## config.mk

```make
export PLATFORM = sky130hd
export DESIGN_NAME = vdd_fault_manager
export DESIGN_NICKNAME = d
export VERILOG_FILES = /design/src/rtl/vdd_fault_pkg.sv /design/src/rtl/bit_synchronizer.sv /design/src/rtl/vdd_fault_manager.sv
export SDC_FILE = /design/constraint.sdc
export NUM_CORES = 1
export LEC_CHECK = 0
export CAP_MARGIN = 20
export CORE_UTILIZATION = 55
export DETAILED_ROUTE_END_ITERATION = 6
export GPL_ROUTABILITY_DRIVEN = 0
export PLACE_DENSITY = 0.81
export SETUP_SLACK_MARGIN = 0.15
export SYNTH_ARGS = -nofsm -noshare
export SYNTH_HDL_FRONTEND = slang
export SYNTH_HIERARCHICAL = 1
export SYNTH_SLANG_ARGS = --single-unit
```

## constraint.sdc

```tcl
create_clock -name clk -period 2.47 [get_ports clk]
set_input_delay 0.3705 -clock clk [delete_from_list [all_inputs] [get_ports clk]]
set_output_delay 0.3705 -clock clk [all_outputs]
set_load 0.02 [all_outputs]
```

## src/rtl/vdd_fault_pkg.sv

```systemverilog
// Shared encodings for the VDD-low fault manager and its safety-controller consumer.
// Latency: n/a (types and constants only).
// Backpressure: n/a.
package vdd_fault_pkg;

    localparam int STATE_W = 3;

    // fault_state codes as seen by the safety controller
    localparam logic [STATE_W-1:0] FS_NORMAL   = 3'd0;
    localparam logic [STATE_W-1:0] FS_CONFIRM  = 3'd1;
    localparam logic [STATE_W-1:0] FS_FAULT    = 3'd2;
    localparam logic [STATE_W-1:0] FS_RECOVER  = 3'd3;
    localparam logic [STATE_W-1:0] FS_WAIT_ACK = 3'd4;

    typedef enum logic [STATE_W-1:0] {
        NORMAL   = FS_NORMAL,
        CONFIRM  = FS_CONFIRM,
        FAULT    = FS_FAULT,
        RECOVER  = FS_RECOVER,
        WAIT_ACK = FS_WAIT_ACK
    } fault_state_e;

endpackage

```

## src/rtl/bit_synchronizer.sv

```systemverilog
// Multi-flop synchroniser for a single asynchronous level signal.
// Latency: STAGES clk edges from input change to q.
// Backpressure: none; free-running level path.
module bit_synchronizer #(
    parameter int STAGES = 2
) (
    input  logic clk,
    input  logic reset_n,
    input  logic d,
    output logic q
);

    logic [STAGES-1:0] sync_q;

    always_ff @(posedge clk or negedge reset_n) begin
        if (!reset_n) begin
            sync_q <= '0;
        end else begin
            sync_q <= {sync_q[STAGES-2:0], d};
        end
    end

    assign q = sync_q[STAGES-1];

endmodule

```

## src/rtl/vdd_fault_manager.sv

```systemverilog
// Confirms VDD-low faults, holds a safe-state request until recovery plus ack, counts events.
// Latency: safe_state_req rises SYNC_STAGES+CONFIRM_CYCLES edges after fault_vdd_in is first sampled high.
// Backpressure: none; fault_ack is a single-cycle strobe honoured only in WAIT_ACK.
module vdd_fault_manager
    import vdd_fault_pkg::*;
#(
    parameter int SYNC_STAGES    = 2,
    parameter int CONFIRM_CYCLES = 16,
    parameter int RECOVER_CYCLES = 4096,
    parameter int CNT_W          = 8,
    parameter int TIMER_W        = 16
) (
    input  logic               clk,
    input  logic               reset_n,
    input  logic               fault_vdd_in,
    input  logic               enable,
    input  logic               fault_ack,
    input  logic               clr_count,
    output logic               safe_state_req,
    output logic               fault_irq,
    output logic [STATE_W-1:0] fault_state,
    output logic [CNT_W-1:0]   event_count,
    output logic               glitch_flag
);

    localparam logic [TIMER_W-1:0] CONFIRM_LAST = TIMER_W'(CONFIRM_CYCLES - 1);
    localparam logic [TIMER_W-1:0] RECOVER_LAST = TIMER_W'(RECOVER_CYCLES - 1);
    localparam logic [CNT_W-1:0]   CNT_MAX      = '1;

    logic               f_s;
    fault_state_e       state_q, state_d;
    logic [TIMER_W-1:0] timer_q, timer_d;
    logic               glitch_set;
    logic               irq_set;
    logic               in_fault_d;

    bit_synchronizer #(.STAGES(SYNC_STAGES)) u_sync (
        .clk     (clk),
        .reset_n (reset_n),
        .d       (fault_vdd_in),
        .q       (f_s)
    );

    always_comb begin
        state_d    = state_q;
        timer_d    = timer_q;
        glitch_set = 1'b0;
        case (state_q)
            NORMAL: begin
                if (enable && f_s) begin
                    if (CONFIRM_CYCLES == 1) begin
                        state_d = FAULT;
                    end else begin
                        state_d = CONFIRM;
                        timer_d = TIMER_W'(1);
                    end
                end
            end
            CONFIRM: begin
                // Disabling abandons confirmation silently; only a real drop counts as a glitch.
                if (!enable) begin
                    state_d = NORMAL;
                end else if (!f_s) begin
                    state_d    = NORMAL;
                    glitch_set = 1'b1;
                end else if (timer_q == CONFIRM_LAST) begin
                    state_d = FAULT;
                end else begin
                    timer_d = timer_q + 1'b1;
                end
            end
            FAULT: begin
                if (!f_s) begin
                    if (RECOVER_CYCLES == 1) begin
                        state_d = WAIT_ACK;
                    end else begin
                        state_d = RECOVER;
                        timer_d = TIMER_W'(1);
                    end
                end
            end
            RECOVER: begin
                if (f_s) begin
                    state_d = FAULT;
                end else if (timer_q == RECOVER_LAST) begin
                    state_d = WAIT_ACK;
                end else begin
                    timer_d = timer_q + 1'b1;
                end
            end
            WAIT_ACK: begin
                if (f_s) begin
                    state_d = FAULT;
                end else if (fault_ack) begin
                    state_d = NORMAL;
                end
            end
            default: state_d = FAULT;
        endcase
    end

    // Re-entry into FAULT from RECOVER/WAIT_ACK is the same event, so no new irq or count.
    assign irq_set    = (state_d == FAULT) && ((state_q == NORMAL) || (state_q == CONFIRM));
    assign in_fault_d = (state_d == FAULT) || (state_d == RECOVER) || (state_d == WAIT_ACK);

    always_ff @(posedge clk or negedge reset_n) begin
        if (!reset_n) begin
            state_q        <= NORMAL;
            timer_q        <= '0;
            safe_state_req <= 1'b0;
            fault_irq      <= 1'b0;
            event_count    <= '0;
            glitch_flag    <= 1'b0;
        end else begin
            state_q        <= state_d;
            timer_q        <= timer_d;
            safe_state_req <= in_fault_d;
            fault_irq      <= irq_set;
            if (clr_count) begin
                event_count <= irq_set ? CNT_W'(1) : '0;
            end else if (irq_set && (event_count != CNT_MAX)) begin
                event_count <= event_count + 1'b1;
            end
            if (glitch_set) begin
                glitch_flag <= 1'b1;
            end else if (clr_count) begin
                glitch_flag <= 1'b0;
            end
        end
    end

    assign fault_state = state_q;

endmodule

```

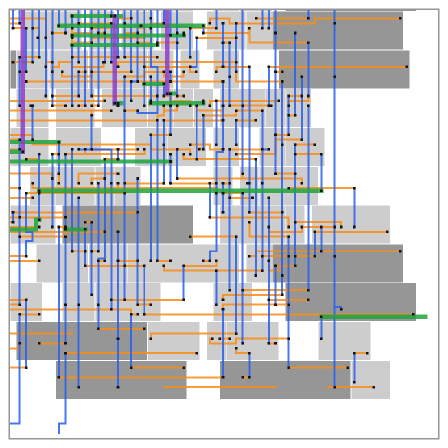
**Above:** zoomed window.
Window x 29 to 59, y 0 to 30 um. Cells in gray, sequential cells in the stronger gray; small squares are vias.
layer	color
M2	blue
M3	green
M1	orange
M4	purple
most frequent	dfrtp_1 (8)
netlist names of flops here include	timer_q (4), fault_state (3)
cells with their middle in the window	60
sequential cells in the window	8

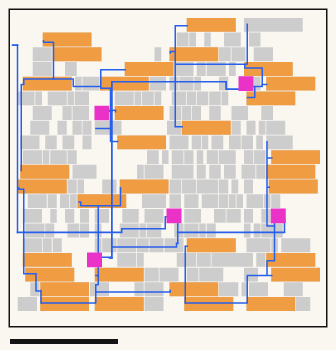
**Above:** routed clock nets over the placement.
Bar = 20 um.
[clock wires] blue | length: 450 um
[clock-net drivers] magenta | count: 5
[flip-flops] orange | count: 32
routed clock nets	6
flops lie	widely spread
Latency at later pin: 0.35 ns
proportion of power drawn by the clock network: 39.1%
Clock group: 453 uW
Worst Clk Skew: 0.004154 ns

==> notes.md <==
The number of logged tool warnings was 26; the number of hold-slack violations in the final timing report was 0. The tightest slew margin relative to the limit is 63.50%. TritonCTS built the clock tree. The floorplan step set the die width to 58.52 um.

According to the finish report, the design has a final net count of 220. Yosys stat counts 182 cells in the synthesized netlist. Counting the fill cells in the layout gives 253. The overall power of the completed layout is 1.159 mW, and the post-placement setup slack is 0.1625 ns. The run gives 57.54% as the initial core utilization.

According to the dpl log, the detail-placed design has an HPWL of 2.682 mm. The count of port buffers added during placement was 19. Setup slack on the critical path of the routed design comes to 0.1925 ns.

The core box area is 3053 sq um, and the final critical delay including setup and external delays is 2.278 ns. Along the worst path, the maximum fanout reaches 5. The tools report the startpoint of the worst register-to-register path as timer_q[12]. Logic depth along the worst register-to-register path is recorded as 5.

In this run the register-to-register setup slack is 0.19 ns. Synthesis warning total: 6. The report lists the power per cell area as 543.0 nW/um^2. After synthesis, the netlist uses 49 different library cells.

The final timing summary puts the cycle share of the worst path at 92.21%. The run gives 20 for the I/O pin count. The synthesized instance count is 182.

The tightest hold path in the finished design has a slack of 0.3586 ns. The critical setup path kind is reg2reg. The final-layout setup total negative slack was 0 ns; the share of async-settable or async-resettable flops after synthesis was 100.0%. The highest supply drop recorded on VDD is 0.4242 mV. For hold timing, the worst endpoint is u_sync/sync_q[1]. Counting instances, the worst hold path has a depth of 0. The floorplan step defined a die boundary enclosing 3424 sq um. The DRC violation total left in the routed layout is recorded as 0. With the count of final setup violators at 0, the maximum number of buffers from clock root to sink is 2.

The library cell used most frequently in the layout, excluding fill and tap cells, is sky130_fd_sc_hd__dfrtp_1. From bottom edge to top edge, the die measures 58.52 um. The total wire length after detailed routing was 3.917 mm. The number of pins with negative max-slew slack in the final report is 0. The type recorded for the worst min-delay path is reg2reg. The prevailing post-synth register cell is sky130_fd_sc_hd__dfrtp_1. The floorplan net count is 190. The flow ran to the end, and the final reports show no timing, DRC or antenna violations. Once detail routing completed, the nets flagged for antenna violations numbered 0. Per Yosys stat, the portion of area used by sequential elements is 45.58%. With the number of placed instances, taps included at 247, the post-synthesis sequential element count is 32. The endpoint of the most critical register-to-register path is timer_q[0].

Dividing the detail-routed wire length by the instance count gives 15.24 um. For this run, the number of standard cells in the final layout without fillers is 257. The number of antenna diodes in the final layout is 0. Leaving out fill and tap cells, the most frequent cells in the layout are sky130_fd_sc_hd__dfrtp_1, sky130_fd_sc_hd__clkdlybuf4s50_1, sky130_fd_sc_hd__nand2_1, sky130_fd_sc_hd__a21oi_1, sky130_fd_sc_hd__nor2_1. After routing the design area is 2135 sq um. The CTS buffer count is 5, and the number of global-route vias before repair is 1499. The combined area of the multi-input logic cells came out at 929.6 sq um. The logs give 69.92% for the end-of-flow core utilization and 6.693 mm for the global-route wire length before repair. The CTS H-tree depth came out at 2. Largest area contributor in the synthesized netlist: sky130_fd_sc_hd__dfrtp_1. The required time at the worst endpoint is listed as 2.71 ns.

Global routing used 26.65% of the available tracks across all layers. Looking at hold timing, the worst path starts from u_sync/sync_q[0]. After detailed routing, the number of vias per cell comes to 6.004.

Setup repair after global routing left no endpoint under its margin. In this run the core area contains 20 standard-cell rows. Buffers inserted to repair hold after CTS numbered 0. In this run the maximum-capacitance check reported violations numbering 0. On the critical path the data arrives at 2.52 ns.

The measured slew at the worst slew-check pin came out at 0.5475 ns. The main area contributors are sky130_fd_sc_hd__dfrtp_1, sky130_fd_sc_hd__mux2i_1, sky130_fd_sc_hd__nand2_1, sky130_fd_sc_hd__a21oi_1, sky130_fd_sc_hd__nand2b_1. The logs give 4 for the first-pass iteration count of the detailed router and 0 for the initial antenna violation count. In the final layout, the share of cells above drive strength 1 is 13.15%. The storage element area is 800.8 sq um. The clock input transition at the sequential cells of the worst setup and hold paths is 0.10 ns. The logs give 439.1 MHz for the maximum clock frequency and 1543 for the routed via count. In this run, synthesis inferred 0 flip-flops with an integrated enable. The global route stage reports its total congestion overflow as 0. Mean cell area of the mapped netlist: 9.652 sq um. The run gives 1757 sq um for the area reported by Yosys stat.

Per the run report, area growth between synthesis and finish was 21.51%. In this run the cell area measured after placement is 2024 sq um. Summed over all cells, the static leakage comes to 0.8770 nW. The maximum number of pins on one net before global-route repair came out at 33. Post-CTS repair ended up resizing 0 cells. The tree is rooted in a sky130_fd_sc_hd__clkbuf_4. The clock sink count is 32, and the share of the synthesized area in the top cell type is 45.58%. The run gives 1757 sq um for the netlist area before placement. The nature of the critical path startpoint was a register. Per the log, the first TritonRoute iteration ended with a DRC count of 78. STA classifies the critical path endpoint as a register.
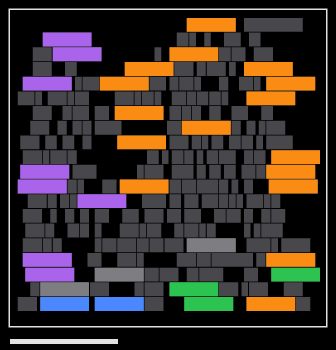
**Above:** register map, names as in the netlist.
Bar = 20 um. Other sequential cells in the stronger gray, the rest of the logic in the fainter gray.
netlist name	color	sequential cells
fault_state	green	3
timer_q	orange	16
u_sync/sync_q	blue	2
event_count	purple	8
not colored	3
sequential portion of the cell area: 37.51%
power in sequential cells: 573 uW

worst max-delay path: stages, from the launching register on:
cell	delay (ns)
sky130_fd_sc_hd__dfrtp_1	0.41
sky130_fd_sc_hd__or4_4	0.54
sky130_fd_sc_hd__or4_4	0.57
sky130_fd_sc_hd__a22oi_4	0.26
sky130_fd_sc_hd__nand2_4	0.09
sky130_fd_sc_hd__mux2_4	0.31
flip-flops by register name, indices dropped and copies added (netlist names):
name,count
event_count,8
fault_state,3
fault_irq,1
safe_state_req,1
u_sync/sync_q,2
glitch_flag,1
timer_q,16
timing repair:
item	in CTS	in global routing
pin swaps	1	1
endpoints found under the setup margin	1	1
cloned	0	0
setup buffers	2	0
power by group:
part | internal (mW) | switching, mW | total [mW]
registers | 0.546 | 0.0274 | 0.573
clock network | 0.269 | 0.185 | 0.453
logic | 0.0580 | 0.0744 | 0.132
synth_stat cells, types with 3 or more instances:
| library cell | n |
|---|---|
| sky130_fd_sc_hd__o21ai_0 | 7 |
| sky130_fd_sc_hd__and3_1 | 4 |
| sky130_fd_sc_hd__mux2i_1 | 8 |
| sky130_fd_sc_hd__nor4_1 | 3 |
| sky130_fd_sc_hd__nand2_1 | 18 |
| sky130_fd_sc_hd__nand4_1 | 6 |
| sky130_fd_sc_hd__nand3_1 | 10 |
| sky130_fd_sc_hd__nor2_1 | 12 |
| sky130_fd_sc_hd__inv_1 | 5 |
| sky130_fd_sc_hd__xnor2_1 | 5 |
| sky130_fd_sc_hd__nand2b_1 | 9 |
| sky130_fd_sc_hd__a21oi_1 | 13 |
| sky130_fd_sc_hd__dfrtp_1 | 32 |
| sky130_fd_sc_hd__nor3_1 | 9 |
logic make-up (layout without fill, tap and decap cells):
group / after synthesis / in the layout / synth area share [%]
AND-OR/OR-AND: 36 / 36 / 13.82
XOR/XNOR: 5 / 5 / 2.493
adder cells (fa/ha/maj): 2 / 2 / 1.424
AND/OR/NAND/NOR: 91 / 91 / 29.77
buffers and inverters: 7 / 38 / 1.495
multiplexers: 9 / 9 / 5.413
flip-flops: 32 / 32 / 45.58
how the worst max path moves through the flow:
stage,cells past startpoint,endpoint,slack [ns],from
2_1_floorplan,5,timer_q[0],0.25,timer_q[12]
3_3_place_gp,5,timer_q[0],0.20,timer_q[12]
3_5_place_dp,5,timer_q[0],0.16,timer_q[12]
6_report,5,timer_q[0],0.19,timer_q[12]
4_1_cts,5,timer_q[0],0.19,timer_q[12]
5_1_grt,5,timer_q[0],0.15,timer_q[12]
routing by layer:
layer  wire length (um)  GRT usage [%]  vias to the layer above
met5                  0              0                        -
met4                103          12.59                        0
met3                213          8.791                       12
met2               1941          44.83                       50
met1               1658          30.73                      748
li1                   -              -                      733
area by class of cell:
type                    instances  area share (%)
inverters                       5          0.8792
clock inverters                 1           1.407
flip-flops and latches         32           37.51
well taps                      44           2.579
repair buffers                 25           11.02
multi-input cells             143           43.55
clock buffers                   7           3.048
No activity file was given, so power comes from the tool's default toggle rates.
